===== config.mk =====
export PLATFORM = sky130hd
export DESIGN_NAME = logic_unit_arbiter
export DESIGN_NICKNAME = d
export VERILOG_FILES = /design/src/rtl/logic_unit_arbiter_pkg.sv /design/src/rtl/logic_unit_arbiter_bitwise_logic_unit.sv /design/src/rtl/logic_unit_arbiter.sv
export SDC_FILE = /design/constraint.sdc
export NUM_CORES = 1
export LEC_CHECK = 0
export ABC_AREA = 1
export CORE_MARGIN = 2
export CORE_UTILIZATION = 53
export DETAILED_ROUTE_END_ITERATION = 12
export GPL_TIMING_DRIVEN = 0
export PLACE_DENSITY = 0.87
export SETUP_SLACK_MARGIN = 0.3
export SLEW_MARGIN = 10
export SYNTH_ARGS = -nofsm -noshare
export SYNTH_HDL_FRONTEND = slang
export SYNTH_SLANG_ARGS = --single-unit

===== constraint.sdc =====
create_clock -name clk -period 4.7 [get_ports clk]
set_input_delay 0.94 -clock clk [delete_from_list [all_inputs] [get_ports clk]]
set_output_delay 0.94 -clock clk [all_outputs]
set_load 0.01 [all_outputs]

===== src/rtl/logic_unit_arbiter_pkg.sv =====
// Shared definitions for the two-port arbiter around the bitwise logic unit:
// opcodes, FSM encodings, the default data width and the one-bit lane function.
package logic_unit_arbiter_pkg;

    localparam int WIDTH_DEFAULT = 32;

    localparam logic [1:0] OP_AND  = 2'b00;
    localparam logic [1:0] OP_OR   = 2'b01;
    localparam logic [1:0] OP_XOR  = 2'b10;
    localparam logic [1:0] OP_NAND = 2'b11;

    typedef enum logic [1:0] {
        S_IDLE = 2'd0,
        S_EXEC = 2'd1,
        S_HOLD = 2'd2
    } state_t;

    // All four opcodes are decoded, so there is no illegal-op path.
    function automatic logic logic_lane(input logic [1:0] op, input logic a, input logic b);
        logic r;
        case (op)
            OP_AND:  r = a & b;
            OP_OR:   r = a | b;
            OP_XOR:  r = a ^ b;
            default: r = ~(a & b);
        endcase
        return r;
    endfunction

endpackage


===== src/rtl/logic_unit_arbiter_bitwise_logic_unit.sv =====
// Purely combinational WIDTH-bit bitwise unit (AND/OR/XOR/NAND); each bit is an
// independent lane, so there is no carry between bits.
module bitwise_logic_unit
    import logic_unit_arbiter_pkg::*;
#(
    parameter int WIDTH = WIDTH_DEFAULT
) (
    input  logic [1:0]       op,
    input  logic [WIDTH-1:0] a,
    input  logic [WIDTH-1:0] b,
    output logic [WIDTH-1:0] res
);

    genvar gi;
    generate
        for (gi = 0; gi < WIDTH; gi++) begin : g_lane
            assign res[gi] = logic_lane(op, a[gi], b[gi]);
        end
    endgenerate

endmodule


===== src/rtl/logic_unit_arbiter.sv =====
// Round-robin arbiter sharing one bitwise logic unit between two requesters.
// IDLE accepts one operation, EXEC computes it, HOLD presents the tagged result.
module logic_unit_arbiter
    import logic_unit_arbiter_pkg::*;
#(
    parameter int WIDTH = WIDTH_DEFAULT
) (
    input  logic             clk,
    input  logic             reset,
    input  logic             req0_valid,
    output logic             req0_ready,
    input  logic [1:0]       req0_op,
    input  logic [WIDTH-1:0] req0_a,
    input  logic [WIDTH-1:0] req0_b,
    input  logic             req1_valid,
    output logic             req1_ready,
    input  logic [1:0]       req1_op,
    input  logic [WIDTH-1:0] req1_a,
    input  logic [WIDTH-1:0] req1_b,
    output logic             res_valid,
    output logic             res_id,
    output logic [WIDTH-1:0] res_data,
    output logic             res_zero,
    input  logic             res_ready
);

    state_t             state_reg;
    logic               last_grant_reg;
    logic [1:0]         op_reg;
    logic [WIDTH-1:0]   a_reg;
    logic [WIDTH-1:0]   b_reg;
    logic               id_reg;
    logic               res_valid_reg;
    logic               res_id_reg;
    logic [WIDTH-1:0]   res_data_reg;
    logic               res_zero_reg;

    logic [1:0]         valid_vec;
    logic [1:0]         grant_vec;
    logic               grant_id;
    logic [1:0]         sel_op;
    logic [WIDTH-1:0]   sel_a;
    logic [WIDTH-1:0]   sel_b;
    logic [WIDTH-1:0]   unit_res;

    assign valid_vec = {req1_valid, req0_valid};

    // On a tie the requester that did not win last time is granted.
    always_comb begin
        grant_vec = 2'b00;
        if (!reset && state_reg == S_IDLE) begin
            case (valid_vec)
                2'b01:   grant_vec = 2'b01;
                2'b10:   grant_vec = 2'b10;
                2'b11:   grant_vec = last_grant_reg ? 2'b01 : 2'b10;
                default: grant_vec = 2'b00;
            endcase
        end
    end

    assign req0_ready = grant_vec[0];
    assign req1_ready = grant_vec[1];
    assign grant_id   = grant_vec[1];

    assign sel_op = grant_id ? req1_op : req0_op;
    assign sel_a  = grant_id ? req1_a  : req0_a;
    assign sel_b  = grant_id ? req1_b  : req0_b;

    bitwise_logic_unit #(
        .WIDTH (WIDTH)
    ) u_unit (
        .op  (op_reg),
        .a   (a_reg),
        .b   (b_reg),
        .res (unit_res)
    );

    always_ff @(posedge clk) begin
        if (reset) begin
            state_reg      <= S_IDLE;
            last_grant_reg <= 1'b1;
            op_reg         <= '0;
            a_reg          <= '0;
            b_reg          <= '0;
            id_reg         <= 1'b0;
            res_valid_reg  <= 1'b0;
            res_id_reg     <= 1'b0;
            res_data_reg   <= '0;
            res_zero_reg   <= 1'b0;
        end else begin
            case (state_reg)
                S_IDLE: begin
                    if (|grant_vec) begin
                        op_reg         <= sel_op;
                        a_reg          <= sel_a;
                        b_reg          <= sel_b;
                        id_reg         <= grant_id;
                        last_grant_reg <= grant_id;
                        state_reg      <= S_EXEC;
                    end
                end
                S_EXEC: begin
                    res_data_reg  <= unit_res;
                    res_zero_reg  <= (unit_res == '0);
                    res_id_reg    <= id_reg;
                    res_valid_reg <= 1'b1;
                    state_reg     <= S_HOLD;
                end
                S_HOLD: begin
                    if (res_ready) begin
                        res_valid_reg <= 1'b0;
                        state_reg     <= S_IDLE;
                    end
                end
                default: state_reg <= S_IDLE;
            endcase
        end
    end

    assign res_valid = res_valid_reg;
    assign res_id    = res_id_reg;
    assign res_data  = res_data_reg;
    assign res_zero  = res_zero_reg;

endmodule


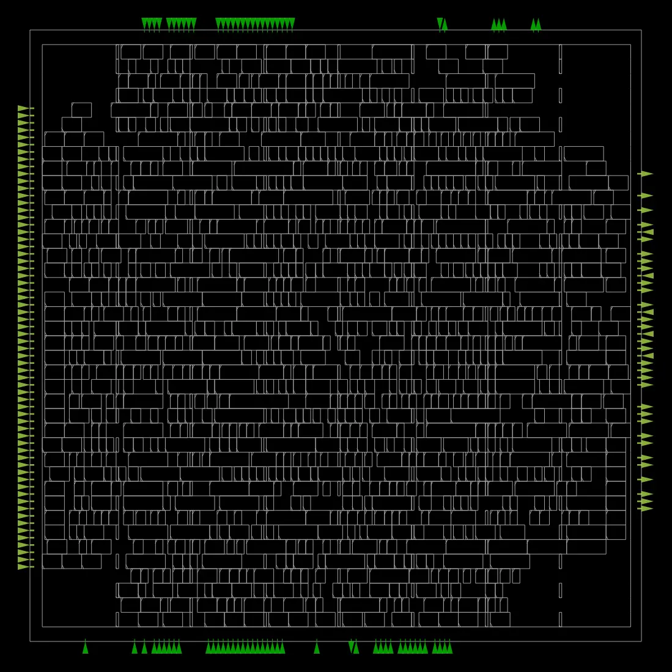
Figure 1: placed standard cells.
Core Util, Final: 72.47%
Tapcells: 147
row cnt: 40
flop count: 105
flop share of the area: 24.25%

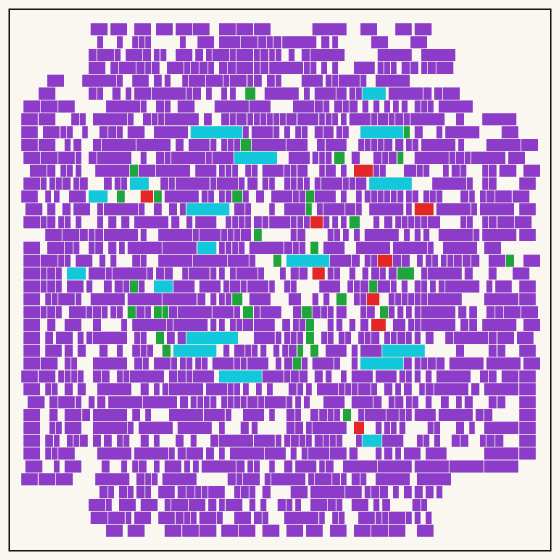
Figure 2: drive-strength map.
legend:
  _3 and _4 cells:
    color: red
    cells: 9
    share: 0.77%
  _6 and larger:
    color: cyan
    cells: 18
    share: 1.5%
  _2 cells:
    color: green
    cells: 35
    share: 3.0%
  _0 and _1 cells:
    color: purple
    cells: 1109
    share: 95%

==> metrics.cfg <==
[final_timing]
grt_setup_unrepaired=no
fin_crit_sh_pct=78.87
period_needed_ps=3707

[placed_design]
hpwlAfterDp_um=15040
io_buffers=172
place_congestion=0.9160

[global_routing]
busiest_layer=met2
use_met3_pct=5.717
overflow=0

[synthesis]
aoi_share_pct=15.23
syn_area_mm2=0.006442
yosys_area_mm2=0.006442
top_area_cell=dfxtp_1
synth_cell_types=26
fp_nets=1185
netlist_top_cells_count=nand2_1 (193), nor2_1 (190), dfxtp_1 (105), inv_1 (105), a21oi_1 (83)
synth_seq_share_pct=32.63
syn_avg_cell_area_um2=6.547
synth.most_common_cell=nand2_1
ys_cells=984
syn-instance-count=984

[floorplanning]
core_mm2=0.01196
die_x_um=114.3
floorplan.core_util_pct=53.86

[detailed_routing]
wire_per_inst_um=14.81
drc=0
drt_iter0_markers=651

[critical_path]
r2r-end=a_reg[13]$_SDFFE_PP0P_
crit_path_start_kind=input port
path_cells=clkdlybuf4s50_1 > o21ai_1 > nor2_4 > buf_2 > clkdlybuf4s50_1

[pwr]
clkPwrFrac_pct=31.4
p_int_mw=1.793
power_density_mw_per_mm2=297.3
p_switching_uw=784.1

[cts]
cts_max_path_buffers=2
clock.latency.late_pin_ps=350
htreeDepth=3
cts_tree=built

[status]
status=complete, no violations

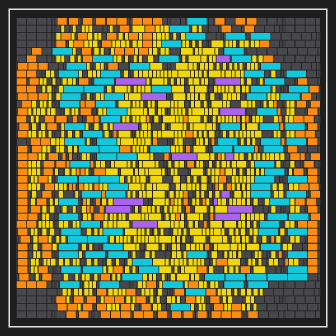
Figure 3: placement by cell class.
Fill, decap, tap and diode cells in gray.
legend:
  sequential cells:
    color: cyan
    cells: 105
    share_of_their_area: 25%
  remaining buffers and delay cells:
    color: orange
    cells: 233
    share_of_their_area: 24%
  combinational and other logic:
    color: yellow
    cells: 818
    share_of_their_area: 47%
  clock drivers and dummy loads:
    color: purple
    cells: 15
    share_of_their_area: 3.8%

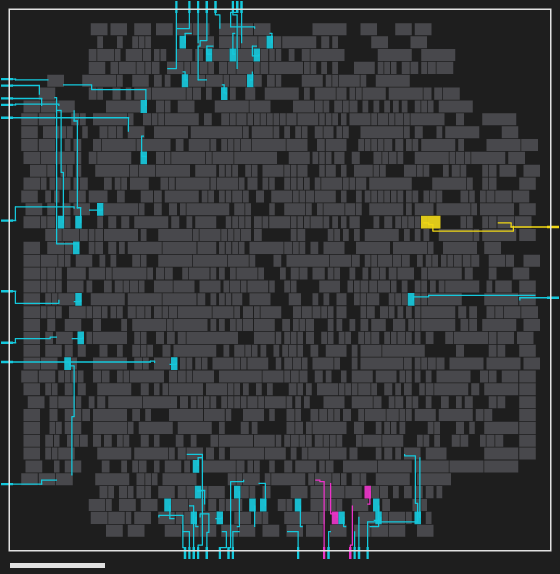
Figure 4: I/O nets highlighted.
Bar = 20 µm.
legend:
  `req0_a`:
    color: cyan
    bits: 32
    direction: input
    end_cells: 32
    buffers: 32
    wire: 638 µm
  `req0_op`:
    color: magenta
    bits: 2
    direction: input
    end_cells: 2
    buffers: 2
    wire: 37.5 µm
  `res_ready`:
    color: yellow
    bits: 1
    direction: input
    end_cells: 2
    buffers: 1
    wire: 32.9 µm

-- per-stage QoR --
step	setup WS, ps	total power, mW	utilization, %	cells	hold slack (ps)
floorplan	2089	1.442	-	984	444.0
detailed placement	1051	1.770	69.79	1303	463.9
global route	966.0	2.709	72.47	1318	495.9
finish	992.9	2.577	72.47	1318	474.7
global placement	1058	1.747	69.79	1303	452.7
CTS	1025	2.565	72.47	1318	473.7
-- tightest hold or removal path: stages (launching register included) --
cell     delay [ps]
dfxtp_1         310
nand3_1          70
nand2_1          40
-- power groups by stage --
| stage | logic [mW] | clock network [mW] | registers [mW] |
|---|---|---|---|
| after floorplan | 0.382 | 0 | 1.06 |
| after CTS | 0.715 | 0.806 | 1.04 |
| final | 0.723 | 0.808 | 1.05 |
| after global placement | 0.689 | 0 | 1.06 |
| after global routing | 0.807 | 0.847 | 1.05 |
| after detailed placement | 0.707 | 0 | 1.06 |
-- per-layer routing --
metal / share of wire (%) / routed length [µm]
met5: 0 / 0
met2: 45 / 8850
met3: 7.8 / 1531
met4: 3.4 / 660
met1: 43 / 8470
-- cell type report --
class	count	area, µm²
Multi-Input combinational cell	707	3607
Fill cell	983	3293
Sequential cell	105	2102
Timing Repair Buffer	172	1722
Inverter	111	419.2
Buffer	61	314.1
Clock buffer	11	242.7
Tap cell	147	183.9
Clock inverter	4	77.57
-- cell usage in the layout, fill, tap and decap left out --
cell type and instances:
clkbuf_1 24, o21ai_0 43, a211oi_1 1, or2_2 7
nor2_4 2, nor2_2 1, nor3_2 1, bufinv_16 2
dfxtp_1 105, clkbuf_8 1, ha_1 64, clkbuf_16 9
inv_1 105, inv_4 1, o21ai_1 67, nor3_1 1
buf_6 6, nor2_1 190, buf_2 20, nand4_1 17
nand2_2 1, nand3b_1 5, buf_4 4, nand3_1 30
buf_1 8, inv_2 5, clkinv_4 2, clkdlybuf4s50_1 172
a21oi_1 83, nand2_1 193, o211ai_1 1
-- kinds of logic (layout without fill, tap and decap cells) --
| family | count (synthesis) | count (layout) |
|---|---|---|
| fa+ha+maj | 64 | 64 |
| simple gates | 448 | 448 |
| buf+inv | 172 | 359 |
| flops | 105 | 105 |
| compound gates | 195 | 195 |
-- worst min path at each step --
stage	cells after the start	endpoint	startpoint
final	2	id_reg$_SDFFE_PP0P_	id_reg$_SDFFE_PP0P_
after global routing	2	id_reg$_SDFFE_PP0P_	id_reg$_SDFFE_PP0P_
after CTS	2	id_reg$_SDFFE_PP0P_	id_reg$_SDFFE_PP0P_
after detailed placement	2	id_reg$_SDFFE_PP0P_	id_reg$_SDFFE_PP0P_
after global placement	2	id_reg$_SDFFE_PP0P_	id_reg$_SDFFE_PP0P_
after floorplan	2	id_reg$_SDFFE_PP0P_	id_reg$_SDFFE_PP0P_
Power is estimated from default activity; no workload was simulated.
